### src/rtl/grf_sb.sv
// grf_sb: general register file for the D stage.
//   - NUM_RD combinational read ports.
//   - One write port fed from W, with optional W->D write-through.
//   - Per-register scoreboard of in-flight writers. It drives the D-stage stall.
module grf_sb #(
    parameter int DW       = 32,
    parameter int NREG     = 32,
    parameter int AW       = 5,
    parameter int NUM_RD   = 2,
    parameter int BYPASS   = 1,
    parameter int MAX_INFL = 3,
    localparam int CW      = $clog2(MAX_INFL + 1)
) (
    input  logic                 clk,
    input  logic                 reset,
    input  logic [NUM_RD*AW-1:0] rd_addr,
    input  logic [NUM_RD-1:0]    rd_use,
    output logic [NUM_RD*DW-1:0] rd_data,
    input  logic                 wr_en,
    input  logic [AW-1:0]        wr_addr,
    input  logic [DW-1:0]        wr_data,
    input  logic                 issue_en,
    input  logic [AW-1:0]        issue_addr,
    output logic                 stall,
    output logic [CW-1:0]        pend_cnt0,
    output logic                 err
);

    logic [DW-1:0] regs    [NREG];
    logic [CW-1:0] cnt     [NREG];
    logic [CW-1:0] cnt_nxt [NREG];
    logic          err_set;

    // Saturating counter step: an issue and a retire in the same cycle cancel out.
    function automatic logic [CW-1:0] cnt_next(input logic [CW-1:0] c,
                                               input logic inc, input logic dec);
        logic [CW-1:0] n;
        n = c;
        if (inc && !dec && c != CW'(MAX_INFL))
            n = c + CW'(1);
        else if (dec && !inc && c != '0)
            n = c - CW'(1);
        return n;
    endfunction

    // Overflow (issue at MAX_INFL) or underflow (retire at zero).
    function automatic logic cnt_fault(input logic [CW-1:0] c,
                                       input logic inc, input logic dec);
        return (inc && !dec && c == CW'(MAX_INFL)) || (dec && !inc && c == '0);
    endfunction

    // Register array. Register 0 is never written, so it stays zero.
    always_ff @(posedge clk or negedge reset) begin
        if (!reset) begin
            for (int r = 0; r < NREG; r++)
                regs[r] <= '0;
        end else if (wr_en && wr_addr != '0) begin
            regs[wr_addr] <= wr_data;
        end
    end

    // Next-state computation for every scoreboard counter. Entry 0 is tied to zero.
    always_comb begin
        err_set    = 1'b0;
        cnt_nxt[0] = '0;
        for (int r = 1; r < NREG; r++) begin
            cnt_nxt[r] = cnt_next(cnt[r], issue_en && issue_addr == AW'(r),
                                  wr_en && wr_addr == AW'(r));
            err_set    = err_set | cnt_fault(cnt[r], issue_en && issue_addr == AW'(r),
                                             wr_en && wr_addr == AW'(r));
        end
    end

    // Scoreboard counters and the sticky error flag.
    always_ff @(posedge clk or negedge reset) begin
        if (!reset) begin
            for (int r = 0; r < NREG; r++)
                cnt[r] <= '0;
            err <= 1'b0;
        end else begin
            for (int r = 0; r < NREG; r++)
                cnt[r] <= cnt_nxt[r];
            err <= err | err_set;
        end
    end

    // Read ports and hazard detection.
    // A retire that drains the last in-flight writer is forwarded, so it is not a hazard.
    // Outputs are forced quiet while reset is held.
    always_comb begin
        logic [AW-1:0] a;
        logic [DW-1:0] v;
        logic [CW-1:0] c;
        logic          fwd;
        logic          haz;
        rd_data = '0;
        haz     = 1'b0;
        for (int i = 0; i < NUM_RD; i++) begin
            a   = rd_addr[i*AW +: AW];
            c   = cnt[a];
            fwd = (BYPASS != 0) && wr_en && wr_addr == a && a != '0;
            v   = fwd ? wr_data : regs[a];
            if (a == '0 || !reset)
                v = '0;
            rd_data[i*DW +: DW] = v;
            if (rd_use[i] && c != '0 && !(fwd && c == CW'(1)))
                haz = 1'b1;
        end
        stall = haz && reset;
    end

    assign pend_cnt0 = cnt[rd_addr[AW-1:0]];

endmodule

### config.mk
export PLATFORM = sky130hd
export DESIGN_NAME = grf_sb
export DESIGN_NICKNAME = d
export VERILOG_FILES = /design/src/rtl/grf_sb.sv
export SDC_FILE = /design/constraint.sdc
export NUM_CORES = 2
export LEC_CHECK = 0
export CAP_MARGIN = 20
export CORE_UTILIZATION = 57
export DETAILED_ROUTE_END_ITERATION = 12
export PLACE_DENSITY = 0.84
export SKIP_CTS_REPAIR_TIMING = 1
export SLEW_MARGIN = 0
export SYNTH_ARGS = -nofsm -noshare
export SYNTH_HDL_FRONTEND = slang
export SYNTH_SLANG_ARGS = --single-unit
### constraint.sdc
create_clock -name clk -period 3.29 [get_ports clk]
set_input_delay 0.658 -clock clk [delete_from_list [all_inputs] [get_ports clk]]
set_output_delay 0.658 -clock clk [all_outputs]
set_load 0.05 [all_outputs]
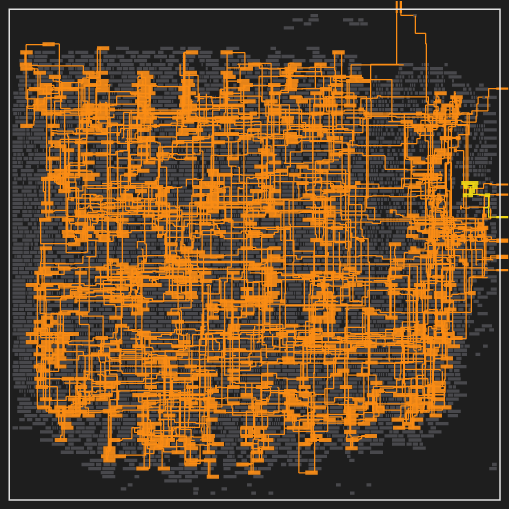
Fig. 1. I/O nets highlighted.
Drawn at 1.5 px/um.
legend:
  yellow:
    port: issue_en
    bits: 1
    direction: input
    edge: east
    end_cells: 9
    buffers: 2
    wire: 62.2 um
  orange:
    port: rd_addr
    bits: 10
    direction: input
    edge: 8 east, 2 north
    end_cells: 794
    buffers: 293
    wire: 36.0 mm

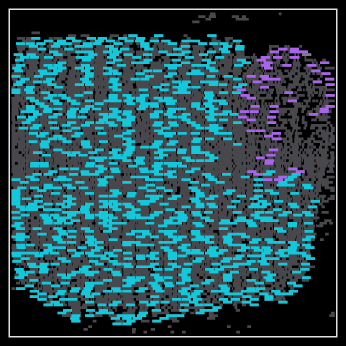
Fig. 2. Where the registers sit.
Drawn at 1 px/um. Other sequential cells in the stronger gray, the rest of the logic in the fainter gray.
legend:
  cyan:
    netlist_name: regs
    flops: 1024
    where: widely spread
  purple:
    netlist_name: cnt
    flops: 62

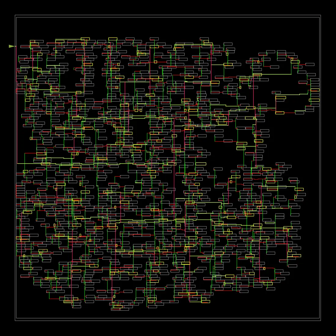
Fig. 3. The clock network.
Clock Skews: 0.0396 ns
Clk power: 13100 uW
total CTS buffers: 108

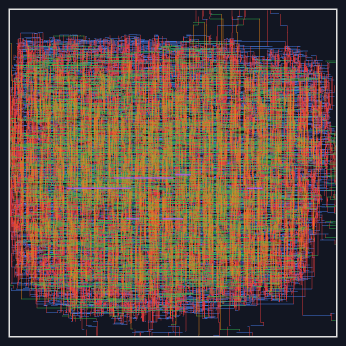
Fig. 4. Routed metal, one color a layer.
Drawn at 1 px/um.
legend:
  green:
    layer: M3
    wire_length: 45.9 mm
  orange:
    layer: M4
    wire_length: 28.4 mm
  red:
    layer: M2
    wire_length: 103 mm
  purple:
    layer: M5
    wire_length: 179 um
  blue:
    layer: M1
    wire_length: 73.5 mm

==> run summary <==
distinct cell type count after synthesis - 64
Cells after Synth - 4621
CTS tree - done
DRC marker count from the first detailed-route iteration - 9313
outcome - finished, violations left
chip area estimate from yosys synthesis - 59900 um2
Die H - 326 um
Log Warnings - 47
Finish-stage setup viols - 66
top cells, area - dfrtp_1 (45%), mux4_2 (25%), mux2_2 (13%)
r2r setup slk - 1.39 ns
Dominant flop cell - dfrtp_1
register share after synthesis - 45.4%
RR Startpoint - cnt[43]
Reg clk slew, reported paths - 0.06 ns
fraction of layout cells with a size suffix above 1 - 50.0%
chip area - 106000 um2
GR Util All Layers - 40.9%
Critical Path RT - 2.63 ns
failing checks - setup timing
hold_ws - 0.387 ns
met2 global-route usage - 58.3%
final tally of max-slew violations - 0
Pre-Place Util - 57.7%
met3 Track Usage GR - 16.9%
Post-synth regs - 1087
cell total in the yosys stat output - 4621
GRT Max-Usage Layer - met2
post-route core utilization - 72.6%
average size of a mapped cell - 13.0 um2
Power Dens Cells - 576 nW/um2
Setup WS pre-CTS - -0.592 ns
fin crit share - 115%
global route overflow - 0
first drt pass iteration count - 9
Layout Nets - 5114
Pleak - 0.0336 uW
setup ws final - -0.487 ns
Synth Warn # - 0
highest clock rate - 0.265 GHz
Post-Syn Nets - 4679
number of global-route vias before repair - 49000
Hold Crit Class - input port to asynchronous set/reset pin
Global Route met1 Usage - 50.2%
==> placed cells by master, fill, tap and decap left out, types with 23 or more instances in the layout <==
master           count
nand2_1            963
a211oi_1            28
nand2_2             63
buf_4              379
buf_16              29
buf_6               79
o211ai_1            32
clkinv_2            24
buf_8               23
nand3_1             28
mux4_2             666
a211oi_4            32
dfrtp_1           1083
nor2_4              39
nor2_1              86
clkdlybuf4s50_1     42
clkbuf_8            26
o21ai_0             49
buf_12             193
clkbuf_16          152
a21oi_1             43
mux2_2             709
==> worst max-delay path by stage <==
stage	startpoint	to	slack, ns
final	rd_addr[5]	rd_data[34]	-0.49
after detailed placement	rd_addr[3]	rd_data[3]	-0.59
after global routing	cnt[25]	stall	-0.46
after CTS	rd_addr[0]	rd_data[14]	-0.64
after floorplan	rd_addr[1]	stall	-0.06
after global placement	rd_addr[3]	rd_data[3]	-0.57
==> area by class of cell <==
type                       instances  area [um2]
multi-input combinational       3045       32400
fill                            5497       28400
sequential                      1087       27200
timing repair buffer             796       10300
clock buffer                     158        3190
tap                             1380        1730
clock inverter                    40         480
inverter                          18        87.6
antenna                            7        17.5
==> power by group <==
group          switching [uW]  internal [uW]
Sequential               2680          15900
Clock                    5770           7360
Combinational            5360           6330
==> kinds of logic (layout without fill, tap and decap cells) <==
kind of cell	Yosys count	in the layout	share of synthesized area [%]
compound gates	264	264	2.84
xor+xnor	8	8	0.117
buf+inv	489	1012	3.31
flops	1087	1087	45.4
mux	1413	1413	39.0
other cells	0	7	0
simple gates	1360	1360	9.29
==> flip-flops by register name, summed over array words and instances (netlist names) <==
name / flops
err: 1
cnt: 62
regs: 1024
==> worst max-delay path: stages <==
cell and delay [ns]:
buf_16 0.17, buf_4 0.14, buf_6 0.09, clkbuf_16 0.14, buf_12 0.13, mux4_2 0.63
mux4_2 0.51, mux2i_1 0.19, buf_4 0.16, a211oi_4 0.10, buf_12 0.17
==> metrics by stage <==
step	instance area [um2]	setup TNS, ns
2_1_floorplan	60500	-0.156
3_3_place_gp	67600	-23.59
3_5_place_dp	67600	-24.59
4_1_cts	71300	-26.31
5_1_grt	75400	-17.30
6_report	75400	-17.26
==> per-layer routing <==
metal	wire (um)	vias to the layer above
li1	-	17900
met1	73500	24800
met2	103000	5866
met3	45900	2248
met4	28400	12
met5	178	-
Power is estimated from default activity; no workload was simulated.
